File: src/rtl/sva_pkg.sv
// Shared types for sampled-property checkers: control FSM states and attempt entries.
// No logic, no latency.
// No flow control; types only.
package sva_pkg;

    localparam int AGE_W = 8;

    typedef enum logic [1:0] {
        ST_IDLE   = 2'd0,
        ST_SCAN   = 2'd1,
        ST_LAUNCH = 2'd2
    } ctrl_state_t;

    // One live property attempt; age counts samples since its trigger.
    typedef struct packed {
        logic [AGE_W-1:0] age;
    } attempt_t;

endpackage

File: src/rtl/sva_thread_ring.sv
// Circular buffer of live attempts, oldest at rd_ptr, newest just below wr_ptr.
// Combinational read at head+offset; push/pop/write-back take effect next cycle.
// No flow control; the caller never pushes when full nor pops when empty.
module sva_thread_ring
    import sva_pkg::*;
#(
    parameter int DEPTH = 4
) (
    input  logic                     sys_clk,
    input  logic                     sys_rst,
    input  logic                     clr,
    input  logic [$clog2(DEPTH)-1:0] rd_off,
    output attempt_t                 rd_entry,
    input  logic                     wb_en,
    input  attempt_t                 wb_entry,
    input  logic                     push_en,
    input  attempt_t                 push_entry,
    input  logic                     pop_en,
    output logic [$clog2(DEPTH):0]   count
);

    localparam int PW = $clog2(DEPTH);
    localparam int CW = PW + 1;

    attempt_t        mem [DEPTH];
    logic [PW-1:0]   rd_ptr;
    logic [PW-1:0]   wr_ptr;
    logic [PW-1:0]   rd_idx;

    assign rd_idx   = rd_ptr + rd_off;
    assign rd_entry = mem[rd_idx];

    // Storage carries no reset: only slots between rd_ptr and wr_ptr are meaningful.
    always_ff @(posedge sys_clk) begin
        if (push_en) begin
            mem[wr_ptr] <= push_entry;
        end else if (wb_en) begin
            mem[rd_idx] <= wb_entry;
        end
    end

    always_ff @(posedge sys_clk or posedge sys_rst) begin
        if (sys_rst) begin
            rd_ptr <= '0;
            wr_ptr <= '0;
            count  <= '0;
        end else if (clr) begin
            rd_ptr <= '0;
            wr_ptr <= '0;
            count  <= '0;
        end else begin
            if (push_en) begin
                wr_ptr <= wr_ptr + PW'(1);
            end
            if (pop_en) begin
                rd_ptr <= rd_ptr + PW'(1);
            end
            case ({push_en, pop_en})
                2'b10:   count <= count + CW'(1);
                2'b01:   count <= count - CW'(1);
                default: count <= count;
            endcase
        end
    end

endmodule

File: config.mk
export PLATFORM = sky130hd
export DESIGN_NAME = sva_thread_ring
export DESIGN_NICKNAME = d
export VERILOG_FILES = /design/src/rtl/sva_pkg.sv /design/src/rtl/sva_thread_ring.sv
export SDC_FILE = /design/constraint.sdc
export NUM_CORES = 1
export LEC_CHECK = 0
export CAP_MARGIN = 40
export CORE_ASPECT_RATIO = 0.8
export CORE_MARGIN = 3
export CORE_UTILIZATION = 57
export CTS_BUF_LIST = sky130_fd_sc_hd__clkbuf_8
export DETAILED_ROUTE_END_ITERATION = 12
export PLACE_DENSITY_LB_ADDON = 0.08
export SLEW_MARGIN = 20
export SYNTH_ARGS = -nofsm -noshare
export SYNTH_HDL_FRONTEND = slang
export SYNTH_SLANG_ARGS = --single-unit
File: constraint.sdc
create_clock -name sys_clk -period 6.8 [get_ports sys_clk]
set_input_delay 1.02 -clock sys_clk [delete_from_list [all_inputs] [get_ports sys_clk]]
set_output_delay 1.02 -clock sys_clk [all_outputs]
set_load 0.03 [all_outputs]
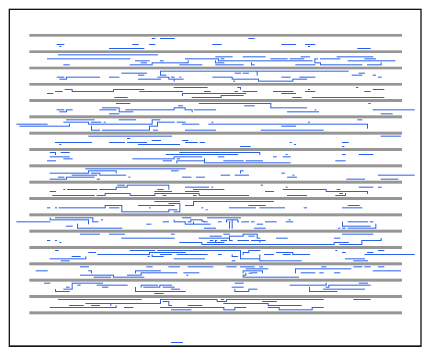
(run_1/m1.png)
Drawn at 6 px/um. Supply wires on this layer in grey.
share of all routed wire: 42%
longest straight run: 31.3 um
main direction: horizontal
wire length on this layer: 1390 um
nets with wire on the layer: 159

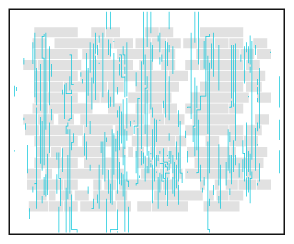
(run_1/m2.png)
Drawn at 4 px/um. Cells faint in the background.
longest straight run: 29.6 um
main direction: vertical
wire length on this layer: 1640 um
Total Wirelength: 3.29 mm
routed vias: 1063
met2 global-route usage: 0.297

==> GITHUB_STEP_SUMMARY, run 1 <==
### Flow metrics

| Metric | Value |
|---|---|
| Final core occ | `0.799` |
| Log Warnings | `26` |
| Most numerous logic cell after layout | `clkdlybuf4s50_1` |
| Synthesis warning total | `0` |
| Most frequent cells in the layout | `clkdlybuf4s50_1 (34), edfxtp_1 (32), mux2i_1 (22), nor2_1 (8), mux2_2 (8)` |
| H-tree Lvls | `2` |
| Share of layout cells above drive strength 1 | `0.138` |
| DIE HEIGHT | `approximately 56 um` |
| Critical path startpoint category | `primary input` |
| Post-detail-place hpwl | `around 2.3 mm` |
| Hold Crit Class | `reg -> reg` |
| Worst R2R Path Depth | `6` |
| Port Buffers | `34` |
| Clock root cell | `clkbuf_8` |
| Mux frac, synth | `0.190` |
| Number of enable flip-flop cells | `32` |
| Worst Path Buf+Inv | `3` |
| Initial antenna violation count | `0` |
| Synthesized Nets | `137` |
| Yosys adder share | `0.0183` |
| Post-DRT Antenna Nets | `0` |
| DIE AREA | `3820 um2` |
| Vias in the first global route | `approximately 1100` |
| Buffering overhead | `0.165` |
| Routed wl met2 | `1.64 mm` |
| Total congestion overflow | `0` |
| Post-CTS setup buffer count | `0` |
| CP peak stage delay | `~700 ps` |
| Syn avg cell area | `between 15 and 20 um2` |
| Yosys cell count | `111` |
| Synth Seq Share | `0.640` |
| YS chip area | `roughly 1800 um2` |
| Comb group | `around 0.00016 W` |
| Peak supply drop | `~0.23 mV` |
| Crit path cell chain | `clkdlybuf4s50_1 -> ha_1 -> xnor3_1 -> buf_8 -> mux2i_1 -> mux2i_1 -> clkdlybuf4s50_1` |
| Register share of total power | `0.435` |
| Diode count | `0` |
| End of the worst hold path | `rd_ptr[1]` |
| GRT Total Usage | `0.192` |
| Gr busiest metal | `met2` |
| DP Area | `~2100 um2` |
| Pwr Total | `approximately 0.00067 W` |
| Buffers, non-clock | `38` |
| M3 GR Usage | `0.0566` |
| Layout Skew | `around 8.5 ps` |
| Yosys top cell by instances | `edfxtp_1` |
| CP startpoint | `rd_off[0]` |
| Routed vias/inst | `roughly 5.6` |
| Combinational share of cell area | `0.260` |
| Top power group | `sequential cells` |
| Outcome | `completed` |
| CTS Buffer Depth | `2` |
| Layout clock area frac | `0.0578` |
| Clock buffer cells | `5` |
| Int Pwr | `around 0.00050 W` |
| Slew of the pin with the lowest slew margin | `around 560 ps` |
| Top non-seq family | `multiplexers` |
| Largest net degree at the start of global routing | `15` |
| Leakage | `about 0.9 nW` |
| Fin area | `2290 um2` |
| CP endpoint kind | `output port` |
| Synthesized instance count | `about 110` |
| Initial drt markers | `31` |
| Largest Register | `mem` |
| Clock network power | `roughly 0.00022 W` |
| Min Hold Slack | `a little under 600 ps` |
| Comb_multi_in | `around 66` |
| Sw power | `about 0.00017 W` |
| Reg2reg end | `mem[1][6]` |
| Worst hold start | `rd_ptr[1]` |
| Clock Power Share | `0.331` |
| Distinct lib cells used | `29` |
| XOR/XNOR Area Share | `0.0423` |
| Max FFs per register | `32` |
| Top cells by count | `edfxtp_1 (32), mux2i_1 (22), mux2_2 (8), nor2_1 (8), dfrtp_1 (7)` |
| And+or+nand+nor area frac | `0.0599` |
| Minimum clock period | `roughly 4500 ps` |
| DR WL/cell | `17.3 um` |
| Slew Viols, Final | `0` |
| Nonclk inv count | `1` |
| I/O pin cnt | `35` |
| CP endpoint | `rd_entry[2]` |
| CTS Sinks | `39` |
| M1 WL | `between 1 and 1.5 mm` |
| And-or/or-and share of the synthesized area | `0.0254` |
| Final net count | `177` |
| Largest regs | `mem x32, count x3` |
| Clock Latency Late Sink | `~290 ps` |
| First-pass GRT wire length | `a little over 5 mm` |
| Seq area share | `0.495` |
| Max-slew headroom | `0.629` |
| Router iterations before antenna repair | `4` |
| Met1 Track Usage GR | `0.253` |
| RSZ-0062 raised after global routing | `false` |
| Post-Place Cells | `~180` |
| Comb area | `596 um2` |
| Top sig layer | `met4` |
| Count of final setup violators | `0` |
| Maxcap violations | `0` |
| Dpl ws | `roughly 2300 ps` |
| Crit Path Class | `in -> out` |
| Combinational fraction of design power | `0.234` |
| Seq pwr | `between 0.0002 and 0.0003 W` |
| Final worst setup slack | `roughly 2300 ps` |
| Worst Hold Depth | `2` |
| Dominant cell area share | `0.542` |
| WP data required | `a little under 6000 ps` |
| Synthesized cell area | `between 1500 and 2000 um2` |
| Number of buffers created by CTS | `5` |
| Top cell type by total area after synthesis | `edfxtp_1` |
| Seq. cell area | `1140 um2` |
| Largest cell class by area | `flip-flops and latches` |
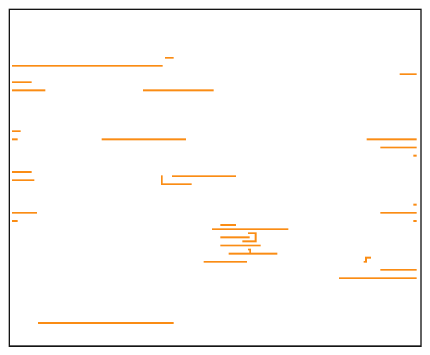
(run_1/m3.png)
Drawn at 6 px/um.
share of all routed wire: 6.1%
longest straight run: 24.8 um

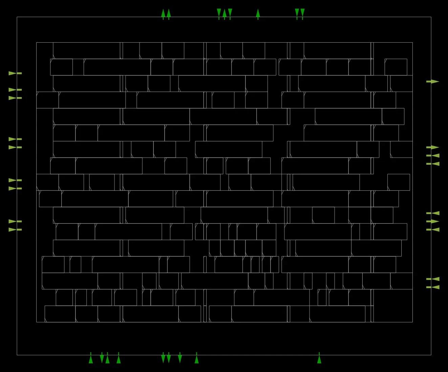
(run_1/placed.png)
Seq cells: 39
Tap Cells: 38
Core Area: 2870 um2
fill count: 175

--- run 2 (diff from run 1) ---
CORE_UTILIZATION = 48   (was 57)
clock period = 4.1 ns   (was 6.8 ns; I/O delays follow)
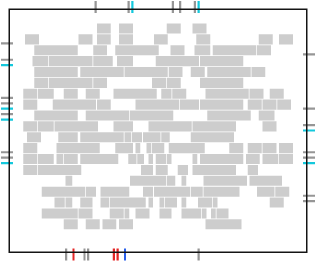
(run_2/pinout.png)
Drawn at 4 px/um. Pins as bars across the die edge, other pins in grey.
| port | colour | pins | direction | edge |
|---|---|---|---|---|
| `push_entry` | cyan | 8 | input | 4 left, 2 top, 2 right |
| `wb_en` | blue | 1 | input | bottom |
| `count` | red | 3 | output | bottom |
Port Buffers: 34
die x size: 74.0 um
DIE HEIGHT: 60.4 um

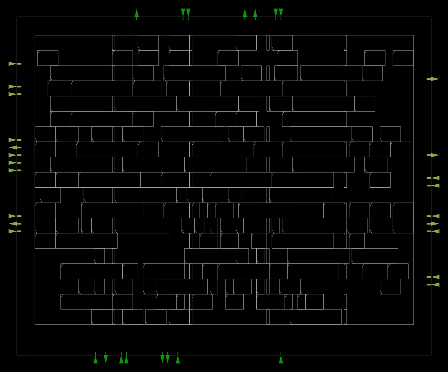
(run_2/placed.png)
Core Area: 3490 um2
Post-Layout Cell Count: 194

==> GITHUB_STEP_SUMMARY, run 2 <==
### Flow metrics

| Metric | Value |
|---|---|
| WP data required | `3480 ps (-2300 ps)` |
| First-pass GRT wire length | `5.02 mm (-0.81%)` |
| Yosys cell count | `111 (unchanged)` |
| CP endpoint kind | `output port` |
| Crit path cell chain | `clkdlybuf4s50_1 -> ha_1 -> xnor3_1 -> buf_4 -> mux4_1 -> clkdlybuf4s50_1` |
| CTS Sinks | `39 (unchanged)` |
| YS chip area | `1770 um2 (unchanged)` |
| Log Warnings | `26 (unchanged)` |
| Minimum clock period | `approximately 3500 ps` |
| Buffers, non-clock | `39 (+2.6%)` |
| Most numerous logic cell after layout | `clkdlybuf4s50_1` |
| Min Hold Slack | `559 ps (-26.0 ps)` |
| Layout Skew | `5.24 ps (-3.21 ps)` |
| CP startpoint | `rd_off[0]` |
| Worst R2R Path Depth | `5 (-1)` |
| RSZ-0062 raised after global routing | `false` |
| Synthesized cell area | `1770 um2 (unchanged)` |
| H-tree Lvls | `2 (unchanged)` |
| Final net count | `178 (+0.56%)` |
| Synth Seq Share | `0.640 (unchanged)` |
| M1 WL | `1.40 mm (+0.65%)` |
| Initial antenna violation count | `0 (unchanged)` |
| Diode count | `0 (unchanged)` |
| Seq. cell area | `1140 um2 (unchanged)` |
| Final core occ | `0.642 (-0.157)` |
| And+or+nand+nor area frac | `0.0599 (unchanged)` |
| Buffering overhead | `0.168 (+0.00368)` |
| Top non-seq family | `multiplexers` |
| Synthesized instance count | `111 (unchanged)` |
| Clock network power | `0.000232 W (+5%)` |
| Dominant cell area share | `0.542 (unchanged)` |
| Gr busiest metal | `met2` |
| M3 GR Usage | `0.0430 (-0.0135)` |
| Critical path startpoint category | `primary input` |
| Most frequent cells in the layout | `clkdlybuf4s50_1 (34), edfxtp_1 (32), mux2i_1 (22), nor2_1 (8), mux2_2 (8)` |
| Comb_multi_in | `66 (unchanged)` |
| Crit Path Class | `in -> out` |
| GRT Total Usage | `0.159 (-0.0329)` |
| Dpl ws | `641 ps (-1680 ps)` |
| Met1 Track Usage GR | `0.209 (-0.0433)` |
| Slew of the pin with the lowest slew margin | `528 ps (-28.4 ps)` |
| Post-detail-place hpwl | `2.23 mm (-2.5%)` |
| Fill count | `253 (+45%)` |
| Clock Power Share | `0.239 (-0.092)` |
| CP peak stage delay | `610 ps (-90 ps)` |
| Seq cells | `39 (unchanged)` |
| Number of enable flip-flop cells | `32 (unchanged)` |
| DP Area | `2160 um2 (+0.58%)` |
| Routed wl met2 | `1.50 mm (-8.6%)` |
| Total congestion overflow | `0 (unchanged)` |
| Post-DRT Antenna Nets | `0 (unchanged)` |
| Register share of total power | `0.498 (+0.063)` |
| Share of layout cells above drive strength 1 | `0.138 (unchanged)` |
| Maxcap violations | `0 (unchanged)` |
| Top sig layer | `met4` |
| Outcome | `completed` |
| Reg2reg end | `mem[3][5]` |
| Top power group | `sequential cells` |
| Int Pwr | `0.000702 W (+40%)` |
| Largest cell class by area | `flip-flops and latches` |
| Largest regs | `mem x32, count x3` |
| Pwr Total | `0.000972 W (+45%)` |
| Clock Latency Late Sink | `290 ps (about the same)` |
| Combinational share of cell area | `0.265 (+0.00579)` |
| And-or/or-and share of the synthesized area | `0.0254 (unchanged)` |
| Distinct lib cells used | `29 (unchanged)` |
| Yosys top cell by instances | `edfxtp_1` |
| Total Wirelength | `3.11 mm (-5.6%)` |
| CTS Buffer Depth | `2 (unchanged)` |
| Top cell type by total area after synthesis | `edfxtp_1` |
| Seq pwr | `0.000484 W (+66%)` |
| Count of final setup violators | `0 (unchanged)` |
| Layout clock area frac | `0.0346 (-0.0232)` |
| Max FFs per register | `32 (unchanged)` |
| Seq area share | `0.506 (+0.0111)` |
| Worst Path Buf+Inv | `3 (unchanged)` |
| Sw power | `0.000270 W (+60%)` |
| Clock buffer cells | `5 (unchanged)` |
| Synthesis warning total | `0 (unchanged)` |
| Largest Register | `mem` |
--- run 3 (diff from run 2) ---
CORE_UTILIZATION = 53   (was 48)
clock period = 3.32 ns   (was 4.1 ns; I/O delays follow)
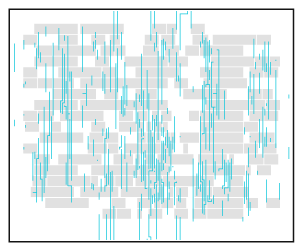
(run_3/m2.png)
Drawn at 4 px/um. Cells faint in the background.
wire length on this layer: 1460 um
nets with wire on the layer: 155
routed vias: 1038
met2 global-route usage: 0.266
Total Wirelength: 3.06 mm

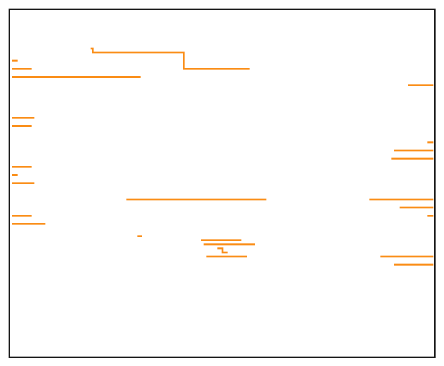
(run_3/m3.png)
Drawn at 6 px/um.
wire length on this layer: 171 um
longest straight run: 23.0 um
share of all routed wire: 5.6%
M3 GR Usage: 0.0607

==> GITHUB_STEP_SUMMARY, run 3 <==
### Flow metrics

| Metric | Value |
|---|---|
| Core Area | `3150 um2 (-9.8%)` |
| Buffers, non-clock | `40 (+2.6%)` |
| M1 WL | `1.38 mm (-1.4%)` |
| Maxcap violations | `0 (unchanged)` |
| Die x size | `70.7 um (-4.4%)` |
| Final core occ | `0.709 (+0.0668)` |
| Met1 Track Usage GR | `0.218 (+0.00827)` |
| Top sig layer | `met4` |
| Worst R2R Path Depth | `5 (unchanged)` |
| Combinational share of cell area | `0.267 (+0.00104)` |
| Final net count | `179 (+0.56%)` |
| Buffering overhead | `0.165 (-0.00382)` |
| Diode count | `0 (unchanged)` |
| Clock Latency Late Sink | `280 ps (about the same)` |
| Share of layout cells above drive strength 1 | `0.188 (+0.0502)` |
| Comb_multi_in | `66 (unchanged)` |
| Layout clock area frac | `0.0364 (+0.00182)` |
| Clock network power | `0.000290 W (+25%)` |
| Post-detail-place hpwl | `2.23 mm (about the same)` |
| DP Area | `2150 um2 (-0.23%)` |
| Synthesized cell area | `1770 um2 (unchanged)` |
| Most numerous logic cell after layout | `edfxtp_1` |
| Seq area share | `0.508 (+0.00199)` |
| Layout Skew | `3.36 ps (-1.88 ps)` |
| Crit Path Class | `in -> out` |
| Final Hold Viols | `0` |
| Top cell type by total area after synthesis | `edfxtp_1` |
| Dominant cell area share | `0.542 (unchanged)` |
| Syn-to-layout area delta | `26.0%` |
| CP peak stage delay | `620 ps (about the same)` |
| Synthesis warning total | `0 (unchanged)` |
| Synth Seq Share | `0.640 (unchanged)` |
| Critical path startpoint category | `primary input` |
| Sw power | `0.000336 W (+24%)` |
| Min Hold Slack | `455 ps (-104 ps)` |
| Largest regs | `mem x32, count x3` |
| Synthesized instance count | `111 (unchanged)` |
| Crit path cell chain | `clkdlybuf4s50_1 -> ha_1 -> mux4_1 -> clkdlybuf4s50_1` |
| GRT Total Usage | `0.171 (+0.0117)` |
| Count of final setup violators | `0 (unchanged)` |
| Yosys cell count | `111 (unchanged)` |
| CP startpoint | `rd_off[0]` |
| Leakage | `between 0.8 and 0.9 nW` |
| Init Core Util | `0.563` |
| Switching part of the total | `0.280` |
| Seq cells | `39 (unchanged)` |
| Reg2reg end | `mem[3][6]` |
| Yosys top cell by instances | `edfxtp_1` |
| DIE HEIGHT | `57.8 um (-4.4%)` |
| Pwr Total | `0.00120 W (+23%)` |
| Synthesized Nets | `roughly 140` |
| CTS Buffer Depth | `2 (unchanged)` |
| And+or+nand+nor area frac | `0.0599 (unchanged)` |
| CTS Sinks | `39 (unchanged)` |
| Largest cell class by area | `flip-flops and latches` |
| Post-DRT Antenna Nets | `0 (unchanged)` |
| Max FFs per register | `32 (unchanged)` |
| H-tree Lvls | `2 (unchanged)` |
| Slew of the pin with the lowest slew margin | `522 ps (-5.20 ps)` |
| Outcome | `completed` |
| Clock buffer cells | `5 (unchanged)` |
| Initial antenna violation count | `0 (unchanged)` |
| Port Buffers | `34 (unchanged)` |
| Largest Register | `mem` |
| YS chip area | `1770 um2 (unchanged)` |
| Most frequent cells in the layout | `edfxtp_1 (32), clkdlybuf4s50_1 (27), mux2i_1 (22), buf_4 (13)` |
| Top power group | `sequential cells` |
| Dpl ws | `358 ps (-283 ps)` |
| And-or/or-and share of the synthesized area | `0.0254 (unchanged)` |
| Seq. cell area | `1140 um2 (unchanged)` |
| Log Warnings | `26 (unchanged)` |
| Fill count | `214 (-15%)` |
| Distinct lib cells used | `29 (unchanged)` |
| Clock Power Share | `0.242 (+0.003)` |
| Post-Layout Cell Count | `194 (unchanged)` |
| Gr busiest metal | `met2` |
| Top non-seq family | `multiplexers` |
| Int Pwr | `0.000862 W (+23%)` |
| Total congestion overflow | `0 (unchanged)` |
| WP data required | `2820 ps (-660 ps)` |
| Register share of total power | `0.499 (about the same)` |
| Routed wl met2 | `1.46 mm (-2.5%)` |
| Worst Path Buf+Inv | `2 (-1)` |
| Number of enable flip-flop cells | `32 (unchanged)` |
Power is estimated from default activity; no workload was simulated.
